$ cat config.mk
export PLATFORM = sky130hd
export DESIGN_NAME = led_mode_select_flat
export DESIGN_NICKNAME = d
export VERILOG_FILES = /design/src/rtl/led_mode_if.sv /design/src/rtl/led_mode_select.sv /design/src/flat_wrapper.sv
export SDC_FILE = /design/constraint.sdc
export NUM_CORES = 1
export LEC_CHECK = 0
export ABC_AREA = 1
export CORE_MARGIN = 5
export CORE_UTILIZATION = 25
export CTS_CLUSTER_SIZE = 24
export DETAILED_ROUTE_END_ITERATION = 8
export PLACE_DENSITY = 0.52
export REMOVE_ABC_BUFFERS = 1
export SLEW_MARGIN = 20
export SYNTH_ARGS = -nofsm -noshare
export SYNTH_HDL_FRONTEND = slang
export SYNTH_SLANG_ARGS = --single-unit
$ cat constraint.sdc
create_clock -name clk -period 1.9 [get_ports clk]
set_clock_uncertainty 0.05 [all_clocks]
set_input_delay 0.285 -clock clk [delete_from_list [all_inputs] [get_ports clk]]
set_output_delay 0.285 -clock clk [all_outputs]
set_load 0.02 [all_outputs]
$ cat src/rtl/led_mode_if.sv
// led_mode_if: button, auto-cycle, LED vector and mode status bundle for led_mode_select
interface led_mode_if;
  logic        btn_next;
  logic        auto_en;
  logic [31:0] led_in;
  logic [7:0]  led_out;
  logic [1:0]  mode;
  logic        blanking;
  modport master(output btn_next, auto_en, led_in, input led_out, mode, blanking);
  modport slave(input btn_next, auto_en, led_in, output led_out, mode, blanking);
endinterface

$ cat src/rtl/led_mode_select.sv
// led_mode_select: picks one LED mode vector, advancing on debounced press or auto timer with a blank window
module led_mode_select #(
  parameter int          NUM_MODES    = 4,
  parameter logic [19:0] DEBOUNCE_CYC = 20'd480000,
  parameter logic [15:0] BLANK_CYC    = 16'd2400,
  parameter logic [25:0] AUTO_CYC     = 26'd24000000
) (
  input logic       clk,
  input logic       rst,
  led_mode_if.slave lif
);
  typedef enum logic {RUN, BLANK} state_t;
  localparam logic [1:0] LAST = 2'(NUM_MODES - 1);
  state_t      state_q, state_d;
  logic        s1_q, s2_q;
  logic        level_q, level_d, press_q, press_d, deb_hit;
  logic [19:0] deb_cnt_q, deb_cnt_d;
  logic [15:0] blank_cnt_q, blank_cnt_d;
  logic [25:0] auto_cnt_q, auto_cnt_d;
  logic [1:0]  mode_q, mode_d;
  logic [7:0]  led_q, led_d;
  logic        blanking_q, blanking_d;
  logic        auto_tick, advance;
  always_comb begin
    deb_hit     = (s2_q != level_q) && (deb_cnt_q == DEBOUNCE_CYC - 20'd1);
    deb_cnt_d   = (s2_q == level_q || deb_hit) ? '0 : deb_cnt_q + 20'd1;
    level_d     = deb_hit ? s2_q : level_q;
    press_d     = deb_hit & s2_q;
    auto_tick   = lif.auto_en && state_q == RUN && auto_cnt_q == AUTO_CYC - 26'd1;
    advance     = press_q | auto_tick;
    auto_cnt_d  = (!lif.auto_en || state_q != RUN || advance) ? '0 : auto_cnt_q + 26'd1;
    state_d     = state_q;
    mode_d      = mode_q;
    blank_cnt_d = blank_cnt_q;
    blanking_d  = blanking_q;
    led_d       = 8'hFF;
    if (state_q == RUN) begin
      // the switch edge itself already shows dark LEDs so blanking and FF line up
      led_d = advance ? 8'hFF : lif.led_in[{mode_q, 3'b000} +: 8];
      if (advance) begin
        mode_d      = (mode_q >= LAST) ? 2'd0 : mode_q + 2'd1;
        blank_cnt_d = '0;
        blanking_d  = 1'b1;
        state_d     = BLANK;
      end
    end else begin
      blank_cnt_d = blank_cnt_q + 16'd1;
      if (blank_cnt_q == BLANK_CYC - 16'd1) begin
        blanking_d = 1'b0;
        state_d    = RUN;
      end
    end
  end
  always_ff @(posedge clk) begin
    if (rst) begin
      state_q     <= RUN;
      s1_q        <= 1'b0;
      s2_q        <= 1'b0;
      level_q     <= 1'b0;
      press_q     <= 1'b0;
      deb_cnt_q   <= '0;
      blank_cnt_q <= '0;
      auto_cnt_q  <= '0;
      mode_q      <= 2'd0;
      led_q       <= 8'hFF;
      blanking_q  <= 1'b0;
    end else begin
      state_q     <= state_d;
      s1_q        <= lif.btn_next;
      s2_q        <= s1_q;
      level_q     <= level_d;
      press_q     <= press_d;
      deb_cnt_q   <= deb_cnt_d;
      blank_cnt_q <= blank_cnt_d;
      auto_cnt_q  <= auto_cnt_d;
      mode_q      <= mode_d;
      led_q       <= led_d;
      blanking_q  <= blanking_d;
    end
  end
  assign lif.led_out  = led_q;
  assign lif.mode     = mode_q;
  assign lif.blanking = blanking_q;
endmodule

$ cat src/flat_wrapper.sv
// flat-port wrapper written by rule: the top's interface ports become plain ports
module led_mode_select_flat 
#(
  parameter int          NUM_MODES    = 4,
  parameter logic [19:0] DEBOUNCE_CYC = 20'd480000,
  parameter logic [15:0] BLANK_CYC    = 16'd2400,
  parameter logic [25:0] AUTO_CYC     = 26'd24000000
)
  (clk, rst, lif_btn_next, lif_auto_en, lif_led_in, lif_led_out, lif_mode, lif_blanking);
  led_mode_if lif_i ();
  input logic clk;
  input logic rst;
  input wire logic [$bits(lif_i.btn_next)-1:0] lif_btn_next;
  input wire logic [$bits(lif_i.auto_en)-1:0] lif_auto_en;
  input wire logic [$bits(lif_i.led_in)-1:0] lif_led_in;
  output wire logic [$bits(lif_i.led_out)-1:0] lif_led_out;
  output wire logic [$bits(lif_i.mode)-1:0] lif_mode;
  output wire logic [$bits(lif_i.blanking)-1:0] lif_blanking;
  assign lif_i.btn_next = lif_btn_next;
  assign lif_i.auto_en = lif_auto_en;
  assign lif_i.led_in = lif_led_in;
  assign lif_led_out = lif_i.led_out;
  assign lif_mode = lif_i.mode;
  assign lif_blanking = lif_i.blanking;
  led_mode_select #(.NUM_MODES(NUM_MODES), .DEBOUNCE_CYC(DEBOUNCE_CYC), .BLANK_CYC(BLANK_CYC), .AUTO_CYC(AUTO_CYC)) u_core (.clk(clk), .rst(rst), .lif(lif_i));
endmodule
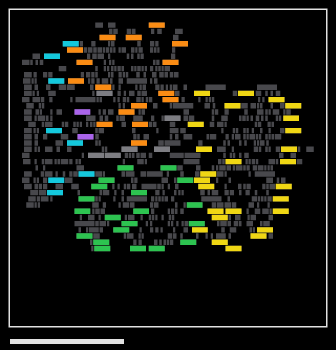
(register map, names as in the netlist)
Scale bar: 50 microns. Other sequential cells in the stronger gray, the rest of the logic in the fainter gray.
| name in the netlist | color | placed flops |
|---|---|---|
| u_core.deb_cnt_q | green | 20 |
| u_core.lif.mode | purple | 2 |
| u_core.blank_cnt_q | orange | 16 |
| u_core.auto_cnt_q | yellow | 26 |
| u_core.lif.led_out | cyan | 8 |
not colored: 6

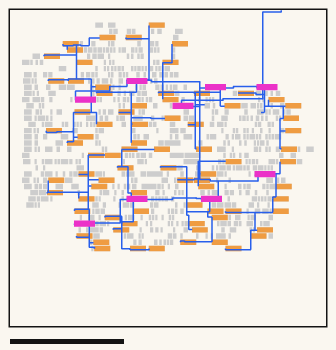
(routed clock nets over the placement)
Scale bar: 50 microns.
[clock-net drivers] magenta | count: 9
[clock wires] blue | length: 1140 microns
[flip-flops] orange | count: 78
routed clock nets: 10

==> deck_impl_summary.md <==
Physical Implementation Snapshot

Die
  – Ports: ~47
  – FP Util: 25.2%
  – Core area: approximately 16000 sq um
  – Die area: 19200 sq um
  – Core Rows: 47

Synth
  – Count of cell types in the netlist: 31
  – Number of enable flip-flop cells: 0
  – Most common cell in the netlist: nand2_1
  – Most frequent cells after synthesis: nand2_1 (107), nor2_1 (104), dfxtp_1 (78)
  – Synthesis area per yosys: 4130 sq um
  – Syn Area/Cell: 6.93 sq um
  – Synth async-reset ratio: 0%
  – Dominant cell area share: 37.8%
  – Cell count after synthesis: roughly 600
  – Ys Warns: 0
  – Ys cells: 596

GRT
  – GRT Max-Usage Layer: met2
  – Grt total ovfl: 0
  – Global routing usage on met2: 16.4%
  – GRT Overall Usage: around a tenth
  – Largest net degree at the start of global routing: 19
  – Number of global-route vias before repair: 3610
  – Antenna violations before repair: 0

Drt
  – First drt pass iteration count: 4
  – Vias per std cell: 4.27
  – Number of vias in the routed layout: 3768
  – Met2 wire length: 4160 microns
  – Routed Antenna Nets: 0
  – Wire per inst: between 10 and 15 microns
  – Total Wirelength: around 9600 microns
  – DR top layer: met4

Finish
  – Layout area overhead: 27.2%
  – # diodes: 0
  – Largest registers: u_core.auto_cnt_q (26), u_core.deb_cnt_q (20), u_core.blank_cnt_q (16)
  – Final #Nets: about 700
  – Non-Filler Instances: 883
  – Share of cells above drive strength 1: 11.5%
  – Largest register FFs: 26

Critical path
  – Crit start category: flip-flop
  – WP data required: 1560 ps
  – Critical-path cell list: clkdlybuf4s50_1
  – Largest delay share family, worst path: buffers and inverters
  – Slowest cell on crit path: clkdlybuf4s50_1
  – Crit-path max FO: 5
  – Crit path kind: reg2out
  – WP buf/inv: 1

Clock tree
  – Root buffer cell: clkbuf_16
  – Cts hold-fix bufs: 0
  – CTS buffer count: 9
  – Clk latency late pin: approximately 340 ps
  – Deepest clock path buffer count: 2
  – CTS clock-pin slew for the worst setup and hold paths: 60 ps
  – CTS tree: built

Timing
  – Fin. Hold Viols: 0
  – Worst Tran Pin Value: about 450 ps
  – Unrepaired setup endpoints after global routing: false
  – Relative max-transition margin: 69.9%
  – Fin crit share: between 90% and 100%
  – Final setup viols: 0
  – Hold_ws: about 350 ps
  – Tmin final: around 1700 ps
  – Slew Viols, Final: 0

Power
  – Power Sequential: approximately 0.0017 W
  – Comb power: 0.000181 W
  – Switching share of power: 22.4%
  – Internal power: approximately 0.0026 W
  – Switch Pwr: 0.000763 W
  – Lkg Pwr: 1.87 nW
  – Combinational share of power: 5.3%
  – Worst VDD drop: 0.000432 V
  – PD cells: 646 nW/um^2
  – Sequential Power Share: around 49%

Status
  – Outcome: finished, final reports clean

Placement
  – Placed Cells: 868
  – Port bufs: between 40 and 50
  – Gpl congestion: about 0.82

Worst hold path
  – Hold/Removal Path Class: reg2reg
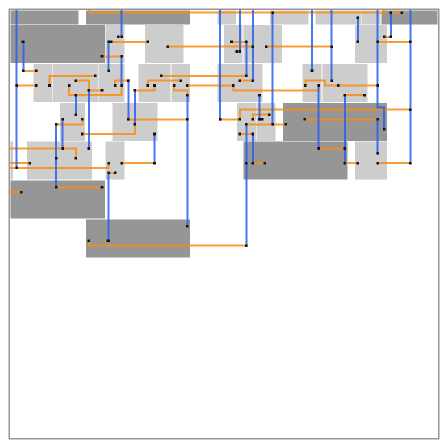
(a small window of the routed layout)
Region (89, 20) to (119, 50) microns. Cells in gray, sequential cells in the stronger gray; small squares are vias.
| layer | color |
|---|---|
| M1 | orange |
| M2 | blue |
cells with their middle in the window: 25
netlist names of flops here include: u_core.auto_cnt_q (5)
most frequent: dfxtp_1 (5)
sequential cells in the window: 5

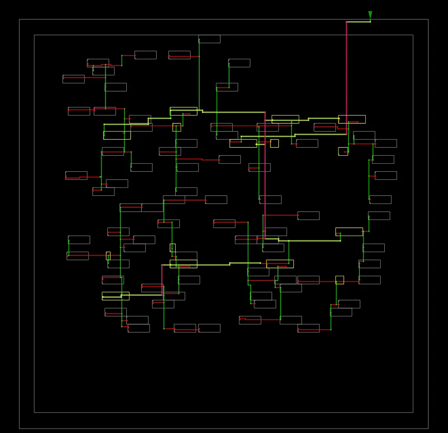
(clock wiring as the flow saved it)
# clock sinks: 78
registers: 78
clock network power consumption: 0.00156 W

per-stage QoR:
step	power (W)	instance area [sq um]	TNS (ps)	worst slack [ps]
floorplan	0.00175	4040	-3090	-127
finish	0.00340	5260	0	152
global route	0.00355	5260	0	18.2
CTS	0.00347	5250	0	123
global placement	0.00187	4980	0	12.6
detailed placement	0.00187	4980	0	13.1
cell type report:
| cell class | instances | area, sq um | share of cell area, % |
|---|---|---|---|
| inverter | 67 | 254 | 4.83 |
| clock inverter | 5 | 36.3 | 0.690 |
| tap | 220 | 275 | 5.24 |
| multi-input combinational | 435 | 2240 | 42.6 |
| clock buffer | 10 | 229 | 4.36 |
| timing repair buffer | 68 | 663 | 12.6 |
| sequential | 78 | 1560 | 29.7 |
logic make-up after synthesis:
group	Yosys count	share of synthesized area, %
AOI/OAI and AO/OA	54	7.24
xor gates and xnor gates	30	6.36
adders and majority gates	4	1.21
buffers and inverters	83	8.30
DFF	78	37.8
and+or+nand+nor	347	39.1
final timing paths:
path | from | end | slack (ps) | depth (start not counted)
setup reg to reg | u_core.auto_cnt_q[0] | u_core.auto_cnt_q[3] | 200 | 11
setup / recovery | u_core.lif.mode[0] | lif_mode[0] | 150 | 1
hold reg to reg | u_core.s1_q | u_core.s2_q | 350 | 2
hold / removal | u_core.s1_q | u_core.s2_q | 350 | 2
layout by cell type, fill, tap and decap left out, types with 3 or more instances in the layout:
master           instances
nor3_1                  16
xnor2_1                 12
o21bai_1                 3
nand4_1                 35
clkdlybuf4s50_1         46
o21ai_0                 26
clkbuf_16                9
buf_4                   19
a21oi_1                 22
nor2_1                 104
nand3_1                 40
inv_1                   66
xor2_1                  18
nand2_1                107
buf_12                   3
nor2_2                  27
clkinvlp_4               3
dfxtp_1                 78
ha_1                     4
nand3b_1                 5
No activity file was given, so power comes from the tool's default toggle rates.
